File: config.mk
export PLATFORM = sky130hd
export DESIGN_NAME = pkt_xfer_ctrl
export DESIGN_NICKNAME = d
export VERILOG_FILES = /design/src/rtl/pkt_xfer_ctrl.sv
export SDC_FILE = /design/constraint.sdc
export NUM_CORES = 1
export LEC_CHECK = 0
export ABC_CLOCK_PERIOD_IN_PS = 2500
export CORE_MARGIN = 2
export CORE_UTILIZATION = 54
export DETAILED_ROUTE_END_ITERATION = 16
export MAX_ROUTING_LAYER = met4
export PLACE_DENSITY = 0.82
export SYNTH_ARGS = -nofsm -noshare
export SYNTH_HDL_FRONTEND = slang
export SYNTH_SLANG_ARGS = --single-unit
File: constraint.sdc
create_clock -name clk -period 2.5 [get_ports clk]
set_input_delay 0.25 -clock clk [delete_from_list [all_inputs] [get_ports clk]]
set_output_delay 0.25 -clock clk [all_outputs]
set_load 0.01 [all_outputs]
File: src/rtl/pkt_xfer_ctrl.sv
// Packet transfer controller: a captured RX packet is handed to the SPI slave one byte per CS frame.
// In TX mode, SPI-written bytes are queued in a FIFO and serialized on bit_tick.
module pkt_xfer_ctrl #(
    parameter int PKT_BYTES   = 8,
    parameter int FIFO_DEPTH  = 4,
    parameter bit MSB_FIRST   = 1'b1,
    parameter int SYNC_STAGES = 2
) (
    input  logic                   clk,
    input  logic                   rst_n,
    input  logic                   mode_rx,
    input  logic                   pkt_valid,
    input  logic [PKT_BYTES*8-1:0] pkt_data,
    input  logic                   spi_cs_n,
    input  logic [7:0]             spi_rx_byte,
    output logic [7:0]             spi_tx_byte,
    input  logic                   bit_tick,
    output logic                   tx_out,
    input  logic                   clr_status,
    output logic                   rx_busy,
    output logic                   rx_done,
    output logic                   rx_overrun,
    output logic                   tx_busy,
    output logic                   tx_done,
    output logic                   tx_overflow,
    output logic                   fifo_full,
    output logic                   fifo_empty
);
    localparam int PKT_W = PKT_BYTES * 8;
    localparam int IDX_W = (PKT_BYTES > 1) ? $clog2(PKT_BYTES) : 1;
    localparam int PTR_W = $clog2(FIFO_DEPTH);
    localparam int CNT_W = $clog2(FIFO_DEPTH + 1);
    localparam logic [IDX_W-1:0] LAST_IDX = IDX_W'(PKT_BYTES - 1);
    localparam logic [CNT_W-1:0] FULL_CNT = CNT_W'(FIFO_DEPTH);

    typedef enum logic [1:0] {R_IDLE, R_WAIT_CS, R_XFER} rx_state_e;
    typedef enum logic {T_IDLE, T_SHIFT} tx_state_e;

    logic [SYNC_STAGES-1:0] cs_sync_q, cs_sync_d;
    logic                   cs_dly_q, cs_dly_d;
    logic                   pkt_sync_q, pkt_sync_d, pkt_dly_q, pkt_dly_d;
    logic                   mode_q, mode_d;
    rx_state_e              rx_state_q, rx_state_d;
    logic [IDX_W-1:0]       idx_q, idx_d;
    logic [PKT_W-1:0]       pkt_q, pkt_d;
    logic                   rx_done_q, rx_done_d, rx_overrun_q, rx_overrun_d;
    tx_state_e              tx_state_q, tx_state_d;
    logic [7:0]             shift_q, shift_d;
    logic [2:0]             bit_cnt_q, bit_cnt_d;
    logic                   tx_out_q, tx_out_d, tx_done_q, tx_done_d;
    logic                   tx_overflow_q, tx_overflow_d;
    logic [7:0]             fifo_mem [FIFO_DEPTH];
    logic [PTR_W-1:0]       wr_ptr_q, wr_ptr_d, rd_ptr_q, rd_ptr_d;
    logic [CNT_W-1:0]       count_q, count_d;
    logic                   fifo_full_q, fifo_full_d, fifo_empty_q, fifo_empty_d;

    logic       cs_last, cs_fall, cs_rise, pkt_rise, mode_chg, rx_act, tx_act;
    logic       push, pop, do_push, overrun_set, overflow_set;
    logic [7:0] fifo_head;

    assign cs_last   = cs_sync_q[SYNC_STAGES-1];
    assign cs_fall   = cs_dly_q & ~cs_last;
    assign cs_rise   = ~cs_dly_q & cs_last;
    assign pkt_rise  = pkt_sync_q & ~pkt_dly_q;
    assign mode_chg  = mode_rx ^ mode_q;
    assign rx_act    = mode_rx & ~mode_chg;
    assign tx_act    = ~mode_rx & ~mode_chg;
    assign fifo_head = fifo_mem[rd_ptr_q];

    // NOTE: every always_comb output gets a default first, so no path can infer a latch.
    always_comb begin
        cs_sync_d   = {cs_sync_q[SYNC_STAGES-2:0], spi_cs_n};
        cs_dly_d    = cs_last;
        pkt_sync_d  = pkt_valid;
        pkt_dly_d   = pkt_sync_q;
        mode_d      = mode_rx;
        rx_state_d  = rx_state_q;
        idx_d       = idx_q;
        pkt_d       = pkt_q;
        rx_done_d   = 1'b0;
        overrun_set = 1'b0;
        if (mode_chg) begin
            rx_state_d = R_IDLE;
            idx_d      = '0;
        end else if (rx_act) begin
            overrun_set = pkt_rise && (rx_state_q != R_IDLE);
            case (rx_state_q)
                R_IDLE: if (pkt_rise) begin
                    pkt_d      = pkt_data;
                    idx_d      = '0;
                    rx_state_d = R_WAIT_CS;
                end
                R_WAIT_CS: if (cs_fall) rx_state_d = R_XFER;
                R_XFER: if (cs_rise) begin
                    if (idx_q == LAST_IDX) begin
                        rx_done_d  = 1'b1;
                        rx_state_d = R_IDLE;
                    end else begin
                        // The outgoing byte always sits in the top 8 bits of the packet register.
                        idx_d      = idx_q + 1'b1;
                        pkt_d      = {pkt_q[PKT_W-9:0], 8'h00};
                        rx_state_d = R_WAIT_CS;
                    end
                end
                default: rx_state_d = R_IDLE;
            endcase
        end
    end

    always_comb begin
        tx_state_d = tx_state_q;
        shift_d    = shift_q;
        bit_cnt_d  = bit_cnt_q;
        tx_out_d   = tx_out_q;
        tx_done_d  = 1'b0;
        pop        = 1'b0;
        if (mode_chg) begin
            tx_state_d = T_IDLE;
            bit_cnt_d  = '0;
            tx_out_d   = 1'b0;
        end else if (tx_act) begin
            case (tx_state_q)
                T_IDLE: begin
                    if (bit_tick) tx_out_d = 1'b0;
                    if (!fifo_empty_q) begin
                        pop        = 1'b1;
                        shift_d    = fifo_head;
                        bit_cnt_d  = '0;
                        tx_state_d = T_SHIFT;
                    end
                end
                T_SHIFT: if (bit_tick) begin
                    tx_out_d  = MSB_FIRST ? shift_q[7] : shift_q[0];
                    shift_d   = MSB_FIRST ? {shift_q[6:0], 1'b0} : {1'b0, shift_q[7:1]};
                    bit_cnt_d = bit_cnt_q + 1'b1;
                    if (bit_cnt_q == 3'd7) begin
                        bit_cnt_d = '0;
                        if (!fifo_empty_q) begin
                            pop     = 1'b1;
                            shift_d = fifo_head;
                        end else begin
                            tx_done_d  = 1'b1;
                            tx_state_d = T_IDLE;
                        end
                    end
                end
                default: tx_state_d = T_IDLE;
            endcase
        end
    end

    always_comb begin
        push         = cs_rise & tx_act;
        do_push      = push & (~fifo_full_q | pop);
        overflow_set = push & fifo_full_q & ~pop;
        wr_ptr_d     = wr_ptr_q;
        rd_ptr_d     = rd_ptr_q;
        count_d      = count_q;
        if (mode_chg) begin
            wr_ptr_d = '0;
            rd_ptr_d = '0;
            count_d  = '0;
        end else begin
            if (do_push) wr_ptr_d = wr_ptr_q + 1'b1;
            if (pop)     rd_ptr_d = rd_ptr_q + 1'b1;
            if (do_push && !pop)      count_d = count_q + 1'b1;
            else if (!do_push && pop) count_d = count_q - 1'b1;
        end
        fifo_full_d   = (count_d == FULL_CNT);
        fifo_empty_d  = (count_d == '0);
        rx_overrun_d  = overrun_set  ? 1'b1 : (clr_status ? 1'b0 : rx_overrun_q);
        tx_overflow_d = overflow_set ? 1'b1 : (clr_status ? 1'b0 : tx_overflow_q);
    end

    // NOTE: state uses non-blocking assignments only, so every flop samples pre-edge values.
    always_ff @(posedge clk or negedge rst_n) begin
        if (!rst_n) begin
            cs_sync_q     <= '1;
            cs_dly_q      <= 1'b1;
            pkt_sync_q    <= 1'b0;
            pkt_dly_q     <= 1'b0;
            mode_q        <= 1'b0;
            rx_state_q    <= R_IDLE;
            idx_q         <= '0;
            pkt_q         <= '0;
            rx_done_q     <= 1'b0;
            rx_overrun_q  <= 1'b0;
            tx_state_q    <= T_IDLE;
            shift_q       <= '0;
            bit_cnt_q     <= '0;
            tx_out_q      <= 1'b0;
            tx_done_q     <= 1'b0;
            tx_overflow_q <= 1'b0;
            wr_ptr_q      <= '0;
            rd_ptr_q      <= '0;
            count_q       <= '0;
            fifo_full_q   <= 1'b0;
            fifo_empty_q  <= 1'b1;
        end else begin
            cs_sync_q     <= cs_sync_d;
            cs_dly_q      <= cs_dly_d;
            pkt_sync_q    <= pkt_sync_d;
            pkt_dly_q     <= pkt_dly_d;
            mode_q        <= mode_d;
            rx_state_q    <= rx_state_d;
            idx_q         <= idx_d;
            pkt_q         <= pkt_d;
            rx_done_q     <= rx_done_d;
            rx_overrun_q  <= rx_overrun_d;
            tx_state_q    <= tx_state_d;
            shift_q       <= shift_d;
            bit_cnt_q     <= bit_cnt_d;
            tx_out_q      <= tx_out_d;
            tx_done_q     <= tx_done_d;
            tx_overflow_q <= tx_overflow_d;
            wr_ptr_q      <= wr_ptr_d;
            rd_ptr_q      <= rd_ptr_d;
            count_q       <= count_d;
            fifo_full_q   <= fifo_full_d;
            fifo_empty_q  <= fifo_empty_d;
        end
    end

    // NOTE: FIFO storage is not reset; the count and pointers alone decide what is valid.
    always_ff @(posedge clk) begin
        if (do_push) fifo_mem[wr_ptr_q] <= spi_rx_byte;
    end

    assign spi_tx_byte = (rx_state_q == R_IDLE) ? 8'h00 : pkt_q[PKT_W-1 -: 8];
    assign rx_busy     = (rx_state_q != R_IDLE);
    assign rx_done     = rx_done_q;
    assign rx_overrun  = rx_overrun_q;
    assign tx_busy     = (tx_state_q == T_SHIFT);
    assign tx_done     = tx_done_q;
    assign tx_out      = tx_out_q;
    assign tx_overflow = tx_overflow_q;
    assign fifo_full   = fifo_full_q;
    assign fifo_empty  = fifo_empty_q;
endmodule

Figure 1. Clock nets (run 1).
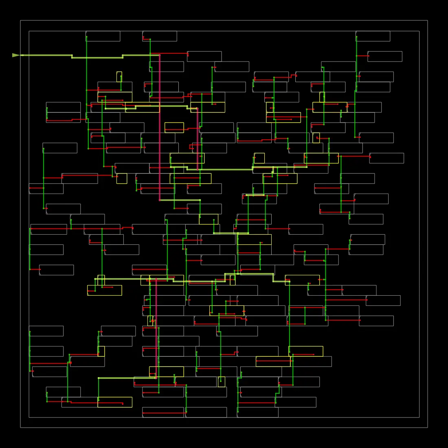
clk_lat worst skew: 0.52 ns
Clock Power: 2.26 mW
flop count: 133
Clock buffer cells: 23
CTS sink cnt: 133

Figure 2. Port wiring (run 1).
Scale: 4 px per µm.
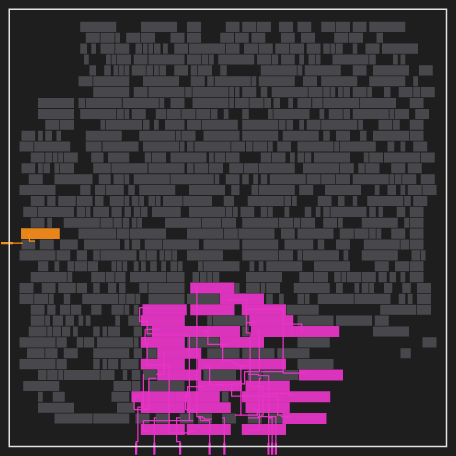
- spi_cs_n: orange (direction input; edge west; end cells 1; buffers 1; wire 5.80 µm)
- spi_rx_byte: magenta (direction input; edge south; end cells 32; buffers 8; wire 479 µm)

==> CHANGELOG.md, run 1 <==
### Changed

* Outcome: complete, no violations
* Worst setup EP type: output port
* Yosys Chip Area at slightly below 6000 µm²
* P per Cell Area at ~860 nW/µm²
* M1 WL at about 5.4 mm
* Syn_area_per_cell at 11.7 µm²
* Most instantiated logic cells after routing: 97 x dfrtp_1, 94 x nand2_1, 94 x clkdlybuf4s50_1, 65 x mux2i_1, 62 x o21ai_0
* Area Growth Syn to Fin at 28.2%
* Die area at roughly 12000 µm²
* Place WS at -0.179 ns
* Placer Congestion at around 0.85
* Final hold viol count at 0
* IO Port Bufs at between 90 and 100
* Asr flop ratio synth at between 70% and 80%
* Fillers at about 770
* Leak at around 3.2 nW
* Post-Syn Area at a little under 6000 µm²
* Clock buffer depth at 2
* CP Data Required Time at around 2.3 ns
* Worst Setup Start Kind: register
* Post-layout period usage at 93.1%
* Hold Buf Count CTS at 1
* Comb area at about 2300 µm²
* Post-synth EDFFs at 32
* Top layer in use: met4
* Critical path arrival at around 2.1 ns
* Library cells used by synthesis at about 45
* Wire per inst at about 16 µm
* Final min period at about 2.3 ns
* Fp_density at 55.1%
* Cells after Synth at 508
* Via density at between 5 and 6
* Placed Instances at about 730
* Routed WL at 12.3 mm
* Depth of the worst register-to-register path at 6
* DR iter-0 viols at between 300 and 400
* Number of global-route vias before repair at around 4300
* Share of layout cells above drive strength 1 at around a tenth
* Chip height at roughly 110 µm
* # diodes at 0
* OpenROAD warning count at 34
* Setup Buffers After CTS at 0
* Ys flop type: dfrtp_1
* Setup TNS at 0 ns
* FP Rows at 38
* Slew Limit Fails at 0
* CP Class: register to output port
* CP Max Fanout at 10
* Final setup fails at 0
* DP HPWL at approximately 8.6 mm
* Met3 Wirelength at 565 µm
* Max Freq at 430 MHz
* Worst-margin pin slew at 0.643 ns
* Core area at around 11000 µm²
* Final Skew at 0.00713 ns
* CTS root buf: clkbuf_8
* Top cell excl fill/tap: dfrtp_1
* CTS tree: done
* Antenna violations before repair at 0
* Die W at 109 µm
* Grt total ovfl at 0
* Hold Worst Slack at approximately 0.14 ns
* Worst hold path depth at 1
* Post-CTS sizing at 0
* Peak VDD IR at about 0.51 mV
* Type of the tightest min-delay check: primary input to register
* Largest net degree at the start of global routing at 101
* # DRC at 0
* Syn Nets at around 600
* Max cap viols at 0
* DP Area at 7070 µm²
* Vias after detailed routing at between 4000 and 5000
* Ys Warns at 0
* Ys cells at slightly above 500
* Design Area, Final at about 7600 µm²
* Final worst slack at 0.174 ns
* Total Routing Usage GR at around 23%
* H-tree level count at 4
* Finished Layout Cells at around 760
* Metal2 WL at about 6.1 mm
* ANT nets after route at 0
Figure 3. Register map, names as in the netlist (run 1).
Scale: 2 px per µm. Other sequential cells in the stronger grey, the rest of the logic in the fainter grey.
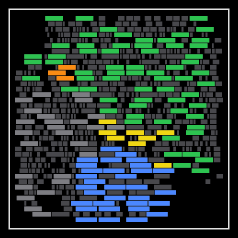
- pkt_q: green (placed flops 64)
- idx_q: orange (placed flops 3)
- fifo_mem: blue (placed flops 32; where south)
- shift_q: yellow (placed flops 8; where centre)
- not coloured: 26
final core utilization: 70.6%
Seq area share: 45.8%
Flop area: 3490 µm²
P_seq: 3.10 mW

Figure 4. Wiring by layer (run 1).
Scale: 3 px per µm.
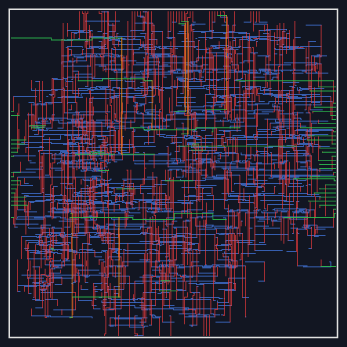
- M2: red (wire length 6130 µm)
- M4: orange (wire length 214 µm)
- M1: blue (wire length 5390 µm)
- M3: green (wire length 565 µm)

run 1: final cells by class:
type                            count  share of cell area, %
Sequential cell                   133                   45.8
Clock buffer                       23                   6.14
Multi-Input combinational cell    333                   29.6
Tap cell                          140                   2.30
Clock inverter                      9                   1.00
Inverter                           16                  0.788
Timing Repair Buffer              109                   14.3
run 1: flip-flops by register name, summed over array words and instances (netlist names), 2 cells and up:
register / flops
cs_sync_q: 2
idx_q: 3
bit_cnt_q: 3
rx_state_q: 2
shift_q: 8
wr_ptr_q: 2
rd_ptr_q: 2
fifo_mem: 32
pkt_q: 64
count_q: 3
run 1: critical path: stages (launching register included):
cell	delay, ns
dfrtp_1	0.52
nor2_1	0.14
buf_4	0.20
nor2b_1	0.11
clkdlybuf4s50_1	0.59
run 1: synth_stat cells, types with 5 or more instances:
master    count  area, µm²
ha_1         13        163
o21ai_0      62        310
nor2_1        8       30.0
buf_2         8       40.0
nor2b_1      12       75.1
clkbuf_1      5       18.8
dfrtp_1      97       2430
inv_1        16       60.1
mux4_2        8        180
o21ai_1      20        100
nand2_1      95        357
buf_6         5       56.3
mux2i_1      65        651
and2_1        7       43.8
edfxtp_1     32        961
run 1: where the power goes:
part / total [mW] / internal (mW) / switching, mW
Combinational: 1.18 / 0.601 / 0.581
Sequential: 3.10 / 2.77 / 0.326
Clock: 2.26 / 1.39 / 0.863
run 1: metrics by stage:
| stage | total power [mW] | utilization [%] |
|---|---|---|
| after global placement | 4.22 | 65.5 |
| after detailed placement | 4.32 | 65.5 |
| final | 6.54 | 70.6 |
| after global routing | 6.92 | 70.6 |
| after CTS | 6.60 | 70.6 |
| after floorplan | 3.78 | - |
run 1: final timing paths:
path | start | to | slack [ns]
worst min-delay path | spi_cs_n | cs_sync_q[0]$_DFF_PN1_ | 0.14
min in group asynchronous | rst_n | pkt_q[63]$_DFFE_PN0P_ | 0.30
worst max-delay path | rx_state_q[1]$_DFFE_PN0P_ | spi_tx_byte[6] | 0.17
worst max register to register | mode_q$_DFF_PN0_ | fifo_mem[2][7]$_DFFE_PP_ | 0.23
max in group asynchronous | rst_n | pkt_q[22]$_DFFE_PN0P_ | 1.48
worst min register to register | cs_sync_q[0]$_DFF_PN1_ | cs_sync_q[1]$_DFF_PN1_ | 0.36
run 1: routing by layer:
layer / track usage, % / up-vias
li1: - / 1991
met2: 37.7 / 99
met3: 5.26 / 14
met5: - / -
met1: 28.6 / 1954
met4: 8.79 / 0
run 1: cells by family (layout without fill, tap and decap cells):
| kind of cell | after synthesis | after routing | synth area share, % |
|---|---|---|---|
| DFF | 133 | 133 | 58.7 |
| and+or+nand+nor | 137 | 137 | 10.2 |
| xor gates and xnor gates | 5 | 5 | 0.737 |
| AOI/OAI and AO/OA | 104 | 104 | 9.87 |
| muxes | 74 | 74 | 14.2 |
| buffers and inverters | 42 | 157 | 3.58 |
| adders and majority gates | 13 | 13 | 2.74 |
Figure 5. Gate families picked out (run 1).
Scale: 3 px per µm.
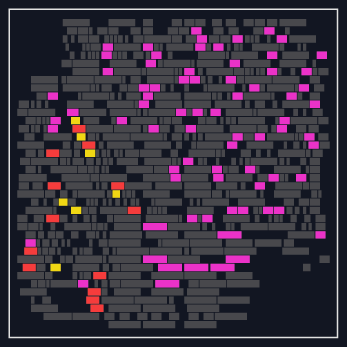

==> run 1 -> run 2 <==
--- a/config.mk
+++ b/config.mk
@@ -6,7 +6,7 @@
 export NUM_CORES = 1
 export LEC_CHECK = 0
 export ABC_CLOCK_PERIOD_IN_PS = 2500
-export CORE_MARGIN = 2
+export CORE_MARGIN = 1.5
 export CORE_UTILIZATION = 54
 export DETAILED_ROUTE_END_ITERATION = 16
 export MAX_ROUTING_LAYER = met4
Figure 6. Gate families picked out (run 2).
Scale: 3 px per µm.
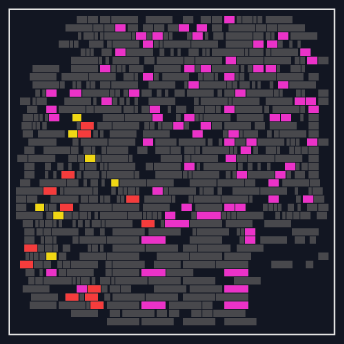
- non-inverting ao/oa cells: yellow (cells 7; where west)
- mux cells: magenta (cells 74)
- fa/ha/maj cells: red (cells 13)

==> run 2 against run 1 <==
Compared with the run above: worst hold slack better by 0.018 ns; via count grew 3.0%; synthesized cell count is the same; critical path depth is the same; utilization rose by 1.3 points; clock power is 18% higher; global-route usage is 1.6 points higher; largest power group unchanged.
==> CHANGELOG.md, run 2 <==
### Changed

* Outcome: complete, no violations
* Post-synth EDFFs at 32
* Chip height at 108 µm
* Share of layout cells above drive strength 1 at slightly above 10%
* Hold path endpoint: cs_sync_q[0]$_DFF_PN1_
* Vias after detailed routing at about 4200
* Syn_area_per_cell at 11.7 µm²
* Worst setup EP type: output port
* Routed WL at between 10 and 15 mm
* Placer Congestion at between 0.8 and 0.9
* Worst-margin pin slew at roughly 0.6 ns
* Total Routing Usage GR at between 20% and 30%
* DP Area at a little over 7000 µm²
* Yosys Chip Area at 5950 µm²
* Post-synth top cells: 97 x dfrtp_1, 95 x nand2_1, 65 x mux2i_1, 62 x o21ai_0, 32 x edfxtp_1
* FP Rows at 38
* Largest register FFs at between 60 and 70
* Final worst slack at 0.163 ns
* DR iter-0 viols at 261
* Core area at about 11000 µm²
* Slowest CP cell: clkdlybuf4s50_1
* Post-layout period usage at between 90% and 100%
* Syn Nets at ~600
* Final setup fails at 0
* Reg with most FFs: pkt_q
* Slew Limit Fails at 0
* Family with the most delay on the worst path: buffers and inverters
* Top cell excl fill/tap: dfrtp_1
* Cell Chain, Critical Path: nor2_1 -> buf_4 -> nor2b_1 -> clkdlybuf4s50_1
* Ys flop type: dfrtp_1
* Worst Setup Start Kind: register
* # diodes at 0
* Peak VDD IR at ~0.46 mV
* CTS root buf: clkbuf_8
* Most instantiated logic cells after routing: 97 x dfrtp_1, 94 x nand2_1, 94 x clkdlybuf4s50_1, 65 x mux2i_1, 62 x o21ai_0
* Max cap viols at 0
* Post-Syn Area at a little under 6000 µm²
* Die area at between 10000 and 15000 µm²
* Top-area cell share at about 41%
* Ys cells at between 500 and 600
* H-tree level count at 4
* Placed Instances at about 730
* Number of global-route vias before repair at between 4000 and 5000
* Grt total ovfl at 0
* Library cells used by synthesis at roughly 45
* CP bufs+invs at 2
* CP Max Fanout at 10
* Synth area leaders: dfrtp_1 41%, edfxtp_1 16%, mux2i_1 11%
* Ys Warns at 0
* Top flop regs: pkt_q: 64 flops, fifo_mem: 32 flops, shift_q: 8 flops
* Max Freq at roughly 430 MHz
* Cells after Synth at slightly above 500
* Finished Layout Cells at around 760
* P per Cell Area at between 900 and 1000 nW/µm²
* Via density at around 5.5
* CP Class: register to output port
* Type of the tightest min-delay check: primary input to register
* Depth of the worst register-to-register path at 8
* Worst path max stage delay at ~0.59 ns
* Die W at between 100 and 150 µm
* Worst hold path depth at 1
* OpenROAD warning count at 32
* # DRC at 0
* Antenna violations before repair at 0
* Wire per inst at between 15 and 20 µm
* Area Growth Syn to Fin at 30.5%
* CTS sink cnt at between 100 and 150
* Final hold viol count at 0
* ANT nets after route at 0
-- run 2: final cells by class --
| class | instances | area [µm²] |
|---|---|---|
| clock inverters | 6 | 108 |
| fillers | 717 | 3030 |
| well taps | 140 | 175 |
| repair buffers | 109 | 1120 |
| flip-flops and latches | 133 | 3490 |
| inverters | 16 | 60.1 |
| clock buffers | 26 | 551 |
| multi-input cells | 333 | 2260 |
-- run 2: worst max path at each step --
stage	endpoint	slack [ns]	depth (start not counted)
final	spi_tx_byte[6]	0.16	4
after global routing	spi_tx_byte[7]	0.06	4
after CTS	spi_tx_byte[6]	0.15	4
after detailed placement	fifo_full$_DFF_PN0_	-0.1	9
after global placement	fifo_mem[1][3]$_DFFE_PP_	0.02	8
after floorplan	fifo_mem[0][0]$_DFFE_PP_	0.41	6
-- run 2: layer usage --
layer  wire length (µm)  up-vias  track usage [%]
li1                   -     1992                -
met1               5400     2045             30.4
met2               6590      119             40.3
met3                495       25             5.18
met4                329        0             10.2
met5                  0        -                -
-- run 2: where the power goes --
| part | internal, mW | switching [mW] |
|---|---|---|
| clock network | 1.80 | 0.873 |
| registers | 2.77 | 0.346 |
| logic | 0.605 | 0.593 |
-- run 2: timing repair --
item	CTS	global route
hold endpoints to repair	34	0
resized	0	0
buffers inserted	0	0
hold buffers	1	0
-- run 2: cells by family (layout without fill, tap and decap cells) --
logic type | Yosys count | after routing | synth area share [%]
compound gates | 104 | 104 | 9.87
xor+xnor | 5 | 5 | 0.737
fa+ha+maj | 13 | 13 | 2.74
buf+inv | 42 | 157 | 3.58
flops | 133 | 133 | 58.7
mux | 74 | 74 | 14.2
simple gates | 137 | 137 | 10.2
-- run 2: worst register-to-register path: cells and delay by family, from the launching register on --
kind                     cells  cell delay, ns
AND-OR/OR-AND                3            0.71
AND/OR/NAND/NOR              2            0.51
flip-flops                   1            0.39
buffers and inverters        2            0.27
adder cells (fa/ha/maj)      1            0.27
-- run 2: stage by stage --
step           total power [mW]  setup TNS (ns)  utilization (%)  hold slack, ns
3_3_place_gp               4.22               0             65.7           0.242
6_report                   6.99               0             71.9           0.161
3_5_place_dp               4.32           -2.31             65.7           0.241
4_1_cts                    7.04               0             71.9           0.142
2_1_floorplan              3.78               0                -         -0.0456
5_1_grt                    7.37               0             71.9           0.158
Power and IR drop assume default switching activity.
